==> src/rtl/ais_frame_crc.sv <==
// AIS receive-chain stage after the HDLC de-stuffer: packs bits LSB-first into
// bytes, runs the X.25 CRC-16 over the frame and reports length/FCS status at close.
module ais_frame_crc #(
  parameter int unsigned MAX_BYTES = 32,
  parameter logic [15:0] CRC_INIT  = 16'hFFFF,
  parameter logic [15:0] CRC_GOOD  = 16'hF0B8
) (
  input  logic       sclk,
  input  logic       rst,
  input  logic       bit_in,
  input  logic       bit_vld,
  input  logic       frm_start,
  input  logic       frm_end,
  output logic [7:0] byte_out,
  output logic       byte_vld,
  output logic [5:0] byte_cnt,
  output logic       frm_done,
  output logic       crc_ok,
  output logic       len_err
);

  typedef enum logic [1:0] {
    IDLE,
    RECV,
    DONE,
    DROP
  } state_t;

  localparam logic [5:0]  MAX_B = 6'(MAX_BYTES);
  localparam logic [15:0] POLY  = 16'h8408;

  state_t      state, state_nxt;
  logic [7:0]  shreg, shreg_nxt;
  logic [2:0]  bit_cnt;
  logic [15:0] crc, crc_nxt, crc_close;
  logic [5:0]  cnt_nxt;
  logic        take_bit, byte_done, ovf, emit;
  logic        close_recv, close_drop, len_bad;
  logic        ok_q, len_q;

  // A coincident bit is folded in before the close decision, so every close
  // check looks at the post-bit counter/CRC values.
  always_comb begin
    take_bit   = (state == RECV) && bit_vld && !frm_start;
    byte_done  = take_bit && (bit_cnt == 3'd7);
    ovf        = byte_done && (byte_cnt == MAX_B);
    emit       = byte_done && !ovf;
    shreg_nxt  = {bit_in, shreg[7:1]};
    crc_nxt    = (crc >> 1) ^ ((crc[0] ^ bit_in) ? POLY : '0);
    crc_close  = take_bit ? crc_nxt : crc;
    cnt_nxt    = byte_cnt + {5'd0, emit};
    close_recv = (state == RECV) && frm_end && !frm_start;
    close_drop = (state == DROP) && frm_end && !frm_start;
    len_bad    = ovf
               || (take_bit ? (bit_cnt != 3'd7) : (bit_cnt != 3'd0))
               || (cnt_nxt < 6'd3);
  end

  always_ff @(posedge sclk or posedge rst) begin
    if (rst) state <= IDLE;
    else     state <= state_nxt;
  end

  always_comb begin
    state_nxt = state;
    case (state)
      IDLE: if (frm_start) state_nxt = RECV;
      RECV: begin
        if (frm_start)    state_nxt = RECV;
        else if (frm_end) state_nxt = DONE;
        else if (ovf)     state_nxt = DROP;
      end
      DONE: state_nxt = frm_start ? RECV : IDLE;
      DROP: begin
        if (frm_start)    state_nxt = RECV;
        else if (frm_end) state_nxt = DONE;
      end
      default: state_nxt = IDLE;
    endcase
  end

  always_comb begin
    frm_done = (state == DONE);
    crc_ok   = (state == DONE) && ok_q;
    len_err  = (state == DONE) && len_q;
  end

  always_ff @(posedge sclk or posedge rst) begin
    if (rst) begin
      shreg    <= '0;
      bit_cnt  <= '0;
      crc      <= CRC_INIT;
      byte_out <= '0;
      byte_vld <= 1'b0;
      byte_cnt <= '0;
      ok_q     <= 1'b0;
      len_q    <= 1'b0;
    end else begin
      byte_vld <= 1'b0;
      if (frm_start) begin
        shreg    <= '0;
        bit_cnt  <= '0;
        crc      <= CRC_INIT;
        byte_cnt <= '0;
      end else if (take_bit) begin
        shreg   <= shreg_nxt;
        bit_cnt <= bit_cnt + 3'd1;
        crc     <= crc_nxt;
        if (emit) begin
          byte_out <= shreg_nxt;
          byte_vld <= 1'b1;
          byte_cnt <= cnt_nxt;
        end
      end
      if (close_recv) begin
        len_q <= len_bad;
        ok_q  <= (crc_close == CRC_GOOD) && !len_bad;
      end else if (close_drop) begin
        len_q <= 1'b1;
        ok_q  <= 1'b0;
      end
    end
  end

endmodule

==> config.mk <==
export PLATFORM = sky130hd
export DESIGN_NAME = ais_frame_crc
export DESIGN_NICKNAME = d
export VERILOG_FILES = /design/src/rtl/ais_frame_crc.sv
export SDC_FILE = /design/constraint.sdc
export NUM_CORES = 1
export LEC_CHECK = 0
export CAP_MARGIN = 15
export CORE_MARGIN = 1.5
export CORE_UTILIZATION = 30
export CTS_CLUSTER_SIZE = 12
export DETAILED_ROUTE_END_ITERATION = 10
export GPL_ROUTABILITY_DRIVEN = 0
export PLACE_DENSITY = 0.46
export SETUP_SLACK_MARGIN = 0.3
export SYNTH_ARGS = -nofsm -noshare
export SYNTH_HDL_FRONTEND = slang
export SYNTH_SLANG_ARGS = --single-unit
export TNS_END_PERCENT = 5
==> constraint.sdc <==
create_clock -name sclk -period 2.34 [get_ports sclk]
set_input_delay 0.234 -clock sclk [delete_from_list [all_inputs] [get_ports sclk]]
set_output_delay 0.234 -clock sclk [all_outputs]
set_load 0.05 [all_outputs]
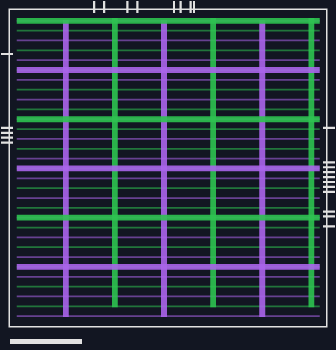
**Above:** run 1 (supply network).
The bar under the picture is 20 um long. Pins as bars on the die edge.
VDD: in green. VSS: in purple.
The core has 30 rows. 31 met1 rails follow the rows. 6 straps on met4. 6 straps on met5.
Peak VDD IR: 0.000246 V
Die X: 87.3 um
core area: 6830 sq um
Die Ht: 87.3 um

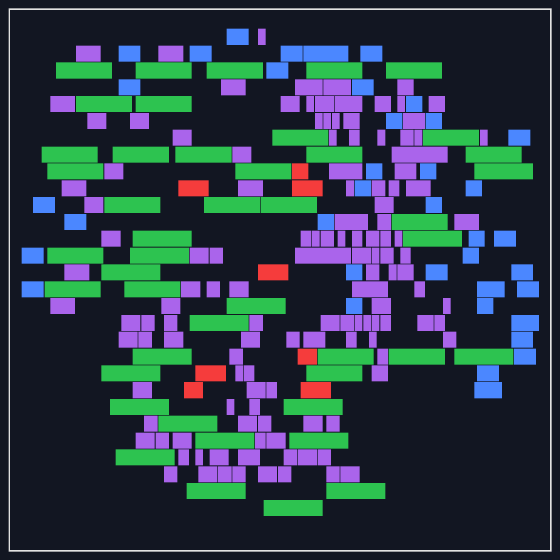
**Above:** run 1 (cells coloured by class).
clock drivers and dummy loads: in red, cells 8, share of their area 3.6%. flip-flops: in green, cells 45, share of their area 45%. other buffers and delay cells: in blue, cells 38, share of their area 14%. all other logic: in purple, cells 130, share of their area 38%.
post-route cell area: 2700 sq um
Site Rows: 30
post-layout util: 39.5%
fraction of area in registers: 42.6%

==> flow_summary.toml, run 1 <==
# physical design summary
[outcome]
outcome = "finished with violations"
violations = "setup timing"

[synthesis]
top_area_share_pct = 34.0
synth-edff-count = 0
syn-cell-area_sq_um = 2130
async_flop_share_pct = 100
postSynthCellCount = 185
most_common_cell = "dfrtp_1"
top_area_cell = "dfrtp_1"
syn_area_per_cell_sq_um = 11.5
syn-num-nets = 197
ys_area_sq_um = 2130

[critical_path]
cp_top_family = "AND-OR/OR-AND gates"
cp.arrival_ns = 2.60
crit_fanout = 4
crit_path_start_kind = "register"
critPathSlowestCell = "or4_4"
worstPathRequired_ns = 2.52
slowest_delay_ns = 0.55
worst-path-buf-inv = 0

[clocking]
cts_sinks = 45
cts_buffer_depth = 2
cts_tree = "built"
post_cts_buffers = 0
cts_buffers = 5

[routing]
via_count = 1529
wirelength_um = 4580
ant_nets = 0
route.met3.wl_um = 131
routedLengthMet1_um = 2240

[job]
warnings = 31
max_cap_viol_count = 0

[final_timing]
maxSlewViolCount = 0
worst_slack_ns = -0.0718
min_period_ns = 2.41
worst_slew_pin_slew_ns = 0.940
slew_headroom_pct = 37.0
setup_viol = 1
max_freq_mhz = 415
hold_violations = 0

[cells_and_area]
logic_area_sq_um = 951
area_growth_pct = 26.6
sh_comb_area_pct = 35.2
instances_no_fill = 317
area_dominant_class = "sequential cells"
inv_count = 6

[floorplan]
io_pins = 24
die_area_sq_um = 7620

[placement]
dp.cells = 309
post-dp-hpwl_um = 3160
portBuffers = 23

[global_route]
met2_usage_pct = 19.7
grt_pass1_wl_um = 7530
track_usage_pct = 12.8
antenna_found_initial = 0
top_usage_layer = "met2"
grt_start_max_net_pins = 47
grt_overflow = 0

[power]
combPwrFrac_pct = 9.3
intPower_mw = 1.09
p_per_area_nw_per_um2 = 545
p_seq_mw = 0.834
leakage_nw = 1.16
p_switching_mw = 0.381
power.group.top = "registers"
pwr-share-seq_pct = 56.7
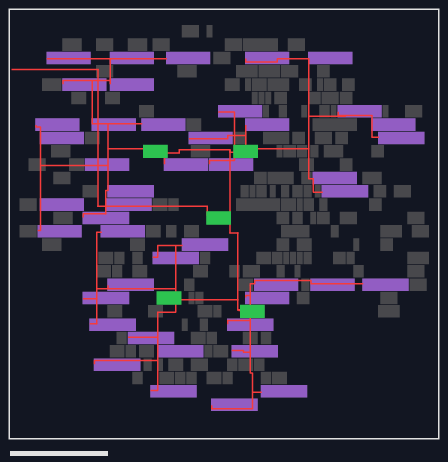
**Above:** run 1 (clock wires, drivers and flops).
The bar under the picture is 20 um long.
flip-flops: in purple, count 45. cells driving clock nets: in green, count 5. clock wires: in red, length 566 um.
Position of the flops: spread over the die.
clock power share: 34.0%
clk ins delay skew pair: 0.30 ns
Power Clock: 0.500 mW

run 1: layout by cell type (no fill, tap or decap), drive strengths merged, types with 3 or more instances in the layout:
cell	count
nor2	7
o21ai	8
inv	7
dfrtp	29
clkbuf	5
clkdlybuf4s50	20
nand3b	4
dlymetal6s2s	3
a22o	9
nand2b	5
dfstp	16
xnor2	4
mux2	8
nand3	3
nand2	12
a211o	14
nor2b	14
buf	15
a21oi	4
ha	6
run 1: worst paths after layout:
check                       startpoint           to  depth (start not counted)
setup reg to reg           byte_cnt[0]         ok_q                          9
hold reg to reg            byte_out[1]  byte_out[1]                          1
max in group asynchronous          rst       crc[5]                          3
setup / recovery           byte_cnt[0]         ok_q                          9
hold / removal                     rst   bit_cnt[2]                          2
min in group sclk          byte_out[1]  byte_out[1]                          1
run 1: registers in the layout, summed over array words and instances, names as in the netlist:
name / count
state: 2
ok_q: 1
bit_cnt: 3
crc: 16
byte_vld: 1
byte_cnt: 6
len_q: 1
shreg: 7
byte_out: 8
run 1: kinds of logic after synthesis:
family | share of synthesized area [%]
DFF | 53.8
AOI/OAI and AO/OA | 15.6
muxes | 4.23
buffers and inverters | 3.93
xor gates and xnor gates | 2.05
and+or+nand+nor | 17.0
adders and majority gates | 3.52
run 1: through the flow:
step                setup WS [ns]  utilization [%]  cell area (sq um)  TNS, ns  hold WS (ns)
floorplan                  -0.419                -               2140   -0.826         0.374
global placement           -0.134             37.5               2560   -0.137         0.480
detailed placement         -0.185             37.5               2560   -0.224         0.488
CTS                       -0.0808             39.2               2680  -0.0808         0.278
global route               -0.187             39.5               2700   -0.283         0.311
finish                    -0.0718             39.5               2700  -0.0718         0.262
run 1: what timing repair did:
item | in CTS | in global routing
pin swaps | 2 | 2
hold buffers | 0 | 0
gates resized | 4 | 7
setup endpoints to repair | 7 | 7
==> inputs of run 2 (changes only) <==
- CORE_UTILIZATION: 30 -> 45
- PLACE_DENSITY: 0.46 -> 0.65
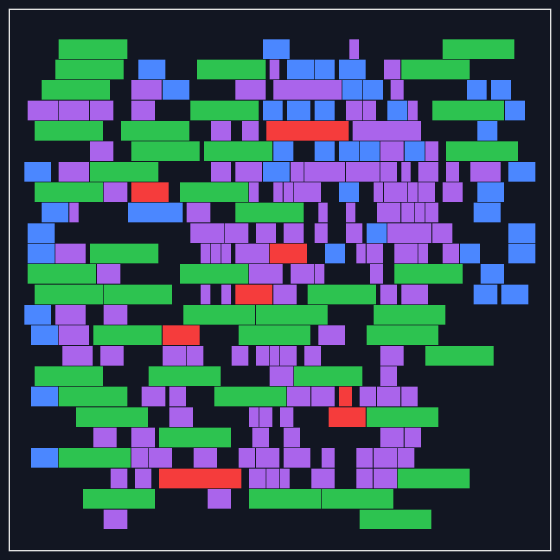
**Above:** run 2 (cells coloured by class).
other buffers and delay cells: in blue, cells 43, share of their area 15%. flip-flops: in green, cells 45, share of their area 43%. all other logic: in purple, cells 130, share of their area 37%. clock drivers and dummy loads: in red, cells 8, share of their area 5.0%.
core area: 4440 sq um
Site Rows: 24
post-layout util: 61.1%

==> flow_summary.toml, run 2 <==
# physical design summary
[cells_and_area]
reg_top3 = "crc (16), byte_out (8), shreg (7)"
final_nets = 237
largest_reg_flops = 16
area_growth_pct = 27.5
layout_top_cells = "dfrtp_1, clkdlybuf4s50_1, buf_4, dfstp_2"
instances_no_fill = 278
layout-drive-gt1-share_pct = 30.1
post-route-cell-area_sq_um = 2720
lay_top_count = "dfrtp_1"
fillCellCount = 372
diodes = 0
top_register = "crc"

[critical_path]
crit_fanout = 3
r2r_setup_slack_ns = -0.09
crit_chain = "or4_4, o211a_1, ha_2, ha_4, and2_4, a21oi_2, o32ai_2, a31oi_1, buf_4, a21oi_2"
worstPathRequired_ns = 2.52
cp.arrival_ns = 2.61
critPathCapture = "len_q"
crit_path_end_kind = "register"
r2r-start = "byte_cnt[2]"
r2r-end = "len_q"
worstRegToRegCells = 10
crit_start = "byte_cnt[2]"
critPathSlowestCell = "or4_4"
crit_path_start_kind = "register"
slowest_delay_ns = 0.55

[global_route]
track_usage_pct = 18.4
grt_overflow = 0
grt_pass1_wl_um = 7440
groute.layer.met3.usage_pct = 3.38
antenna_found_initial = 0
grt_pass1_vias = 1581
grt_start_max_net_pins = 47
met2_usage_pct = 30.3
top_usage_layer = "met2"

[placement]
postPlaceCellArea_sq_um = 2520
post-dp-hpwl_um = 2980
portBuffers = 23
dp.cells = 267
post-place-ws_ns = -0.212

[job]
max_cap_viol_count = 0
warnings = 31

[floorplan]
die_x_um = 71.8
die_area_sq_um = 5160
io_pins = 24
die_y_um = 71.8

[clocking]
insertion_delay_ns = 0.30
path_clk_slew_ns = 0.09
cts_sinks = 45
cts_buffers = 5
cts_buffer_depth = 2
cts_tree = "built"
root_buffer = "clkbuf_8"

[min_path]
hold_class = "input port to asynchronous set/reset pin"

[synthesis]
ys_types = 38
yosys_most_used_dff = "dfrtp_1"
synth-edff-count = 0
top_area_cell = "dfrtp_1"
async_flop_share_pct = 100
synth_seq_share_pct = 53.8
syn-cell-area_sq_um = 2130
postSynthCellCount = 185
ys_area_sq_um = 2130
syn-num-nets = 197
most_common_cell = "dfrtp_1"
syn_area_per_cell_sq_um = 11.5
ys_cells = 185
topCellsByArea = "dfrtp_1, dfstp_2, a211o_1"
ys_ff = 45
top_cells_by_count = "dfrtp_1, dfstp_2, a211o_1, nor2b_1, nand2_1"
top_area_share_pct = 34.0

[outcome]
outcome = "finished with violations"
violations = "DRC, setup timing"

[final_timing]
slew_headroom_pct = 40.5
max_freq_mhz = 412
worst_slack_ns = -0.0875
whs_ns = 0.327
setup_viol = 2
worst_slew_pin_slew_ns = 0.888
min_period_ns = 2.43
fin_crit_sh_pct = 104
hold_violations = 0
fin_setup_tns_ns = -0.132
skew_ns = 0.0113
maxSlewViolCount = 0

[routing]
wl_met2_um = 2120
wl_per_cell_um = 15.7
ant_nets = 0
vias_per_cell = 5.65
via_count = 1570
firstDrtPassIters = 7
routedLengthMet1_um = 2020
highest_layer = "met4"
route.met3.wl_um = 167
drt-initial-drc-count = 69
wirelength_um = 4350
drc = 2

[power]
p_per_area_nw_per_um2 = 610
ir_drop_v = 0.000386
leakage_nw = 1.17
run 2: cell counts after synthesis:
Identical to the previous run, type by type.
run 2: critical path: cells and delay by family (launching register included):
kind,cells,cell delay [ns]
flops,1,0.41
fa+ha+maj,2,0.37
simple gates,2,0.70
compound gates,5,0.69
buf+inv,1,0.15
run 2: how the worst min path moves through the flow:
stage                 from           to  slack, ns  cells after the start
finish                 rst     shreg[1]       0.33                      2
global route           rst  byte_out[3]       0.38                      2
CTS                    rst     shreg[1]       0.34                      2
detailed placement    ok_q         ok_q       0.48                      1
global placement      ok_q         ok_q       0.48                      1
floorplan           bit_in     shreg[7]       0.37                      1
run 2: cells by family (layout without fill, tap and decap cells):
logic type | Yosys count | after routing | share of synthesized area (%)
buf+inv | 16 | 57 | 3.93
mux | 8 | 8 | 4.23
xor+xnor | 5 | 5 | 2.05
flops | 45 | 45 | 53.8
compound gates | 43 | 43 | 15.6
fa+ha+maj | 6 | 6 | 3.52
simple gates | 62 | 62 | 17.0
run 2: power breakdown:
group	leakage [nW]	internal [mW]	switching, mW
Sequential	0.558	0.813	0.0212
Clock	0.0681	0.424	0.263
Combinational	0.547	0.0606	0.0751
Total	1.17	1.30	0.359
run 2: final cells by class:
class | count | area, sq um | share of cell area [%]
sequential | 45 | 1150 | 42.3
tap | 52 | 65.1 | 2.39
clock buffer | 5 | 68.8 | 2.53
clock inverter | 3 | 65.1 | 2.39
inverter | 6 | 22.5 | 0.829
timing repair buffer | 43 | 389 | 14.3
multi-input combinational | 124 | 957 | 35.2
run 2: repair_timing:
item | 4_1_cts | 5_1_grt
hold buffers | 0 | 0
pin swaps | 5 | 3
resized | 8 | 6
setup endpoints to repair | 7 | 6
setup buffers | 3 | 0
Power is estimated from default activity; no workload was simulated.
